Figure 1. Metal layers overlaid.
Scale: 2 px per um. Two of the layers only.
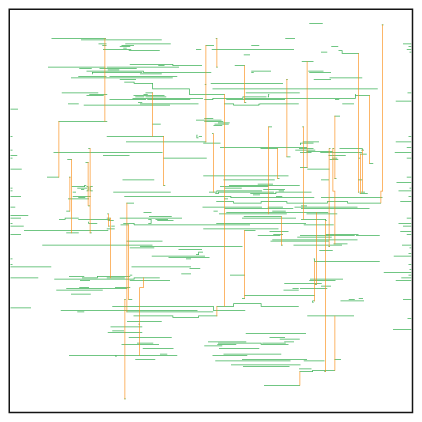
Figure 2. Signal wires on met1.
Scale: 2 px per um. Supply wires on this layer in gray.
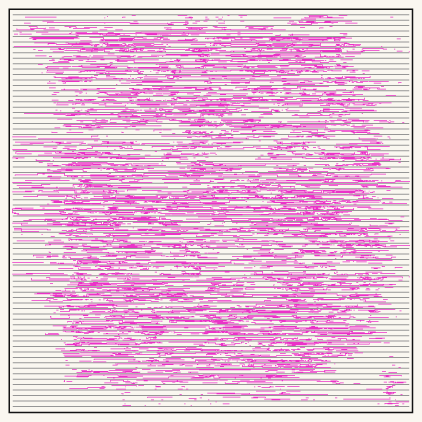
## src/rtl/banco_registradores_hex_if.sv

```systemverilog
// Bus bundle for the register-file/decode/display cluster.
// fsm_state mirrors the display FSM state (BLANK=0, VIEW_A=1, VIEW_B=2, WB=3).
interface banco_registradores_hex_if;
  logic [3:0]  codop;
  logic [3:0]  entrada1;
  logic [3:0]  entrada2;
  logic [3:0]  entrada3;
  logic        sinal;
  logic [15:0] dado;
  logic [15:0] saida1;
  logic [15:0] saida2;
  logic [15:0] saida3;
  logic        esccondcp;
  logic        esccp;
  logic [1:0]  fontecp;
  logic        escreg;
  logic [7:0]  mode;
  logic [31:0] display;
  logic [1:0]  fsm_state;

  // sinal is a plain write strobe: one write per edge it is high, no ready/backpressure.
  modport master (
    output codop, entrada1, entrada2, entrada3, sinal, dado,
    input  saida1, saida2, saida3, esccondcp, esccp, fontecp, escreg,
    input  mode, display, fsm_state
  );

  modport slave (
    input  codop, entrada1, entrada2, entrada3, sinal, dado,
    output saida1, saida2, saida3, esccondcp, esccp, fontecp, escreg,
    output mode, display, fsm_state
  );
endinterface

```

## src/rtl/banco_registradores_hex.sv

```systemverilog
// 16x16 register file, opcode decoder and 7-segment display FSM of the 3-stage CPU.
// Optional write-through on the read ports: define REGFILE_BYPASS_EN.
module banco_registradores_hex (
  input logic                     clk,
  input logic                     reset,
  banco_registradores_hex_if.slave bus
);

  typedef enum logic [1:0] {
    BLANK  = 2'd0,
    VIEW_A = 2'd1,
    VIEW_B = 2'd2,
    WB     = 2'd3
  } disp_state_t;

  logic [15:0] regs [16];
  logic [15:0] rd1, rd2, rd3;

  disp_state_t state_q, state_d;
  logic [1:0]  hold_q, hold_d;
  logic [15:0] cap_q, cap_d;
  logic [31:0] display_q, display_d;
  logic [7:0]  mode_q, mode_d;

  always_ff @(posedge clk or negedge reset) begin
    if (!reset) begin
      for (int i = 0; i < 16; i++) regs[i] <= '0;
    end else if (bus.sinal) begin
      regs[bus.entrada3] <= bus.dado;
    end
  end

  always_comb begin
    rd1 = regs[bus.entrada1];
    rd2 = regs[bus.entrada2];
    rd3 = regs[bus.entrada3];
`ifdef REGFILE_BYPASS_EN
    if (bus.sinal && bus.entrada1 == bus.entrada3) rd1 = bus.dado;
    if (bus.sinal && bus.entrada2 == bus.entrada3) rd2 = bus.dado;
    if (bus.sinal) rd3 = bus.dado;
`endif
  end

  assign bus.saida1 = rd1;
  assign bus.saida2 = rd2;
  assign bus.saida3 = rd3;

  always_comb begin
    bus.escreg    = 1'b0;
    bus.esccp     = 1'b0;
    bus.esccondcp = 1'b0;
    bus.fontecp   = 2'b00;
    case (bus.codop)
      4'b1011: begin
        bus.esccp   = 1'b1;
        bus.fontecp = 2'b10;
      end
      4'b1100: begin
        bus.esccondcp = 1'b1;
        bus.fontecp   = 2'b01;
      end
      4'b1111: ;
      default: bus.escreg = 1'b1;
    endcase
  end

  always_ff @(posedge clk or negedge reset) begin
    if (!reset) begin
      state_q   <= BLANK;
      hold_q    <= '0;
      cap_q     <= '0;
      display_q <= '0;
      mode_q    <= '0;
    end else begin
      state_q   <= state_d;
      hold_q    <= hold_d;
      cap_q     <= cap_d;
      display_q <= display_d;
      mode_q    <= mode_d;
    end
  end

  // A write always wins; WB leaves only once the hold count has already run down to 0.
  always_comb begin
    state_d = state_q;
    hold_d  = hold_q;
    cap_d   = cap_q;
    if (bus.sinal) begin
      state_d = WB;
      hold_d  = 2'd2;
      cap_d   = bus.dado;
    end else begin
      case (state_q)
        BLANK:  state_d = VIEW_A;
        VIEW_A: state_d = VIEW_B;
        VIEW_B: state_d = VIEW_A;
        WB: begin
          if (hold_q == 2'd0) state_d = VIEW_A;
          else                hold_d  = hold_q - 2'd1;
        end
        default: state_d = BLANK;
      endcase
    end
  end

  // Display registers load from the next state so the view tracks this cycle's reads.
  always_comb begin
    display_d = '0;
    mode_d    = 8'h00;
    case (state_d)
      VIEW_A: begin
        display_d = {rd1, rd2};
        mode_d    = 8'hFF;
      end
      VIEW_B: begin
        display_d = {16'h0000, rd3};
        mode_d    = 8'h0F;
      end
      WB: begin
        display_d = {16'h0000, cap_d};
        mode_d    = 8'h0F;
      end
      default: ;
    endcase
  end

  assign bus.display   = display_q;
  assign bus.mode      = mode_q;
  assign bus.fsm_state = state_q;

endmodule

```

## src/flat_wrapper.sv

```systemverilog
// flat-port wrapper written by rule: the top's interface ports become plain ports
module banco_registradores_hex_flat 
  (clk, reset, bus_codop, bus_entrada1, bus_entrada2, bus_entrada3, bus_sinal, bus_dado, bus_saida1, bus_saida2, bus_saida3, bus_esccondcp, bus_esccp, bus_fontecp, bus_escreg, bus_mode, bus_display, bus_fsm_state);
  banco_registradores_hex_if bus_i ();
  input logic clk;
  input logic reset;
  input wire logic [$bits(bus_i.codop)-1:0] bus_codop;
  input wire logic [$bits(bus_i.entrada1)-1:0] bus_entrada1;
  input wire logic [$bits(bus_i.entrada2)-1:0] bus_entrada2;
  input wire logic [$bits(bus_i.entrada3)-1:0] bus_entrada3;
  input wire logic [$bits(bus_i.sinal)-1:0] bus_sinal;
  input wire logic [$bits(bus_i.dado)-1:0] bus_dado;
  output wire logic [$bits(bus_i.saida1)-1:0] bus_saida1;
  output wire logic [$bits(bus_i.saida2)-1:0] bus_saida2;
  output wire logic [$bits(bus_i.saida3)-1:0] bus_saida3;
  output wire logic [$bits(bus_i.esccondcp)-1:0] bus_esccondcp;
  output wire logic [$bits(bus_i.esccp)-1:0] bus_esccp;
  output wire logic [$bits(bus_i.fontecp)-1:0] bus_fontecp;
  output wire logic [$bits(bus_i.escreg)-1:0] bus_escreg;
  output wire logic [$bits(bus_i.mode)-1:0] bus_mode;
  output wire logic [$bits(bus_i.display)-1:0] bus_display;
  output wire logic [$bits(bus_i.fsm_state)-1:0] bus_fsm_state;
  assign bus_i.codop = bus_codop;
  assign bus_i.entrada1 = bus_entrada1;
  assign bus_i.entrada2 = bus_entrada2;
  assign bus_i.entrada3 = bus_entrada3;
  assign bus_i.sinal = bus_sinal;
  assign bus_i.dado = bus_dado;
  assign bus_saida1 = bus_i.saida1;
  assign bus_saida2 = bus_i.saida2;
  assign bus_saida3 = bus_i.saida3;
  assign bus_esccondcp = bus_i.esccondcp;
  assign bus_esccp = bus_i.esccp;
  assign bus_fontecp = bus_i.fontecp;
  assign bus_escreg = bus_i.escreg;
  assign bus_mode = bus_i.mode;
  assign bus_display = bus_i.display;
  assign bus_fsm_state = bus_i.fsm_state;
  banco_registradores_hex u_core (.clk(clk), .reset(reset), .bus(bus_i));
endmodule
```

## config.mk

```make
export PLATFORM = sky130hd
export DESIGN_NAME = banco_registradores_hex_flat
export DESIGN_NICKNAME = d
export VERILOG_FILES = /design/src/rtl/banco_registradores_hex_if.sv /design/src/rtl/banco_registradores_hex.sv /design/src/flat_wrapper.sv
export SDC_FILE = /design/constraint.sdc
export NUM_CORES = 1
export LEC_CHECK = 0
export CAP_MARGIN = 10
export CORE_UTILIZATION = 45
export CTS_BUF_LIST = sky130_fd_sc_hd__clkbuf_16
export DETAILED_ROUTE_END_ITERATION = 7
export PLACE_DENSITY_LB_ADDON = 0.15
export SLEW_MARGIN = 30
export SYNTH_ARGS = -nofsm -noshare
export SYNTH_HDL_FRONTEND = slang
export SYNTH_SLANG_ARGS = --single-unit
```

## constraint.sdc

```tcl
create_clock -name clk -period 6.16 [get_ports clk]
set_input_delay 0.924 -clock clk [delete_from_list [all_inputs] [get_ports clk]]
set_output_delay 0.924 -clock clk [all_outputs]
set_load 0.05 [all_outputs]
```

==> flow_metrics.py <==
# Auto-generated metrics
metrics = {
    "outcome": {
        "status": "finished, final reports clean",
    },
    "power": {
        "cellPowerDensity_mw_per_mm2": 366,
        "ir_drop_mv": 0.174,
    },
    "yosys": {
        "async_flop_share_pct": 100,
        "syn_inst": 1181,
        "netlist_area_mm2": 0.0178,
        "ys_seq_share_pct": 43.6,
        "yosys_cells": 1181,
        "yosys.area.top_type": "dfrtp_1",
        "syn_nets": 1217,
        "synth_flops": 310,
    },
    "cts": {
        "cts_root_buffer": "clkbuf_16",
        "clock-sinks": 310,
        "clkSlewWorstSetupHoldPaths_ns": 0.06,
        "max-clock-path-buffers": 3,
        "cts-buffers-inserted": 38,
    },
    "worst_setup_path": {
        "crit_path_max_fanout": 11,
        "cp-start-kind": "input port",
        "rrSetupSlack_ns": 3.73,
        "crit_buf_inv": 4,
        "slowest_delay_ns": 0.80,
        "slowest_stage": "clkdlybuf4s50_1",
        "cp-end-kind": "primary output",
    },
    "sta": {
        "setup_tns_ns": 0,
        "finalSetupViolations": 0,
        "hold_violations": 0,
        "drv_slew": 0,
    },
    "drt": {
        "drt-initial-drc-count": 1125,
        "drc": 0,
        "viasPerCell": 6.60,
        "ant_nets": 0,
        "firstDrtPassIters": 6,
        "wl_um": 54200,
    },
    "floorplan": {
        "num_io_pins": 130,
        "die_x_um": 201,
        "rows": 72,
    },
    "placed_design": {
        "io_buffer_count": 129,
    },
    "job": {
        "cap_violations": 0,
    },
    "grt": {
        "grt_pass1_wl_um": 82100,
        "grt_start_max_net_pins": 112,
        "met1_usage_pct": 41.6,
        "grt_pass1_vias": 11834,
    },
    "finish": {
        "antenna_cells": 0,
    },
}
-- Figure 1 (at the start) --
[metal 4] orange | wire length: 1450 um
[metal 3] green | wire length: 4740 um
Routed WL per cell: 30.0 um
total track usage: 27.6%

-- Figure 2 (at the start) --
main direction: horizontal
nets with wire on the layer: 1195
longest straight run: 98.0 um
wire length on this layer: 23.9 mm

## flip-flops by register name (all words and copies together), names as in the netlist
register / flops
u_core.hold_q: 2
u_core.bus.display: 32
u_core.bus.fsm_state: 2
u_core.regs: 256
u_core.bus.mode: 2
u_core.cap_q: 16
## cell families after synthesis
kind of cell,after synthesis,synth area share (%)
AOI/OAI and AO/OA,90,3.72
other,1,0.0211
and+or+nand+nor,133,3.85
xor gates and xnor gates,1,0.0492
muxes,517,45.1
adders and majority gates,1,0.0703
buffers and inverters,128,3.63
DFF,310,43.6
## stage by stage
| stage | hold slack [ns] | util [%] | area, um^2 | instances | setup WS (ns) |
|---|---|---|---|---|---|
| finish | 0.393 | 53.2 | 20600 | 1806 | 1.37 |
| floorplan | 0.478 | - | 17800 | 1181 | 2.45 |
| CTS | 0.467 | 53.1 | 20600 | 1805 | 1.47 |
| detailed placement | 0.497 | 50.1 | 19500 | 1739 | 1.48 |
| global placement | 0.490 | 50.1 | 19500 | 1739 | 1.52 |
| global route | 0.484 | 53.2 | 20600 | 1806 | 1.34 |
## area by class of cell
type	count	area, um^2
sequential	310	7760
tap	518	648
clock inverter	27	181
inverter	9	33.8
clock buffer	39	976
fill	3271	18200
timing repair buffer	160	1570
multi-input combinational	743	9480
## power breakdown
part / switching (mW) / internal, mW
sequential: 0.430 / 2.49
clock: 0.899 / 1.23
combinational: 1.25 / 1.25
total: 2.58 / 4.97
## synth_stat cells, drive strengths merged (5+ instances only)
master and instances:
buf 72, nand4 6, clkbuf 47, nand2 46
a22oi 39, dfrtp 310, nand3b 5, mux2 288
a222oi 5, a221o 9, nor2 29, mux2i 31
and2 21, mux4 198, a21oi 16, o21ai 10
inv 8
## placed cells by master (no fill, tap or decap), drive strengths merged, types with 3 or more instances in the layout
cell	n
dfrtp	310
o221ai	3
and4	3
nor2	29
clkinv	18
inv	14
clkbuf	39
mux2	288
nand3b	5
o21ai	10
or3	3
nand4	6
mux2i	31
buf	42
a21oi	16
a22oi	39
mux4	198
clkdlybuf4s50	118
a221o	9
nor2b	4
a222oi	5
nand3	4
nand2	46
and2	21
## metal layers
metal	up-vias	routed length [um]
met5	-	0
met3	96	4740
met2	623	24100
met4	0	1450
met1	6382	23900
li1	4826	-
## how the worst max path moves through the flow
stage	slack [ns]	cells after the start	endpoint	start
after CTS	1.47	7	bus_saida3[9]	bus_entrada3[3]
after floorplan	2.45	7	bus_saida2[2]	bus_entrada2[2]
after global placement	1.52	7	bus_saida3[3]	bus_entrada3[3]
after detailed placement	1.48	7	bus_saida3[9]	bus_entrada3[3]
final	1.37	7	bus_saida3[9]	bus_entrada3[3]
after global routing	1.34	7	bus_saida3[3]	bus_entrada3[3]
Power figures rest on the tool's default switching activity, not on a simulated workload.
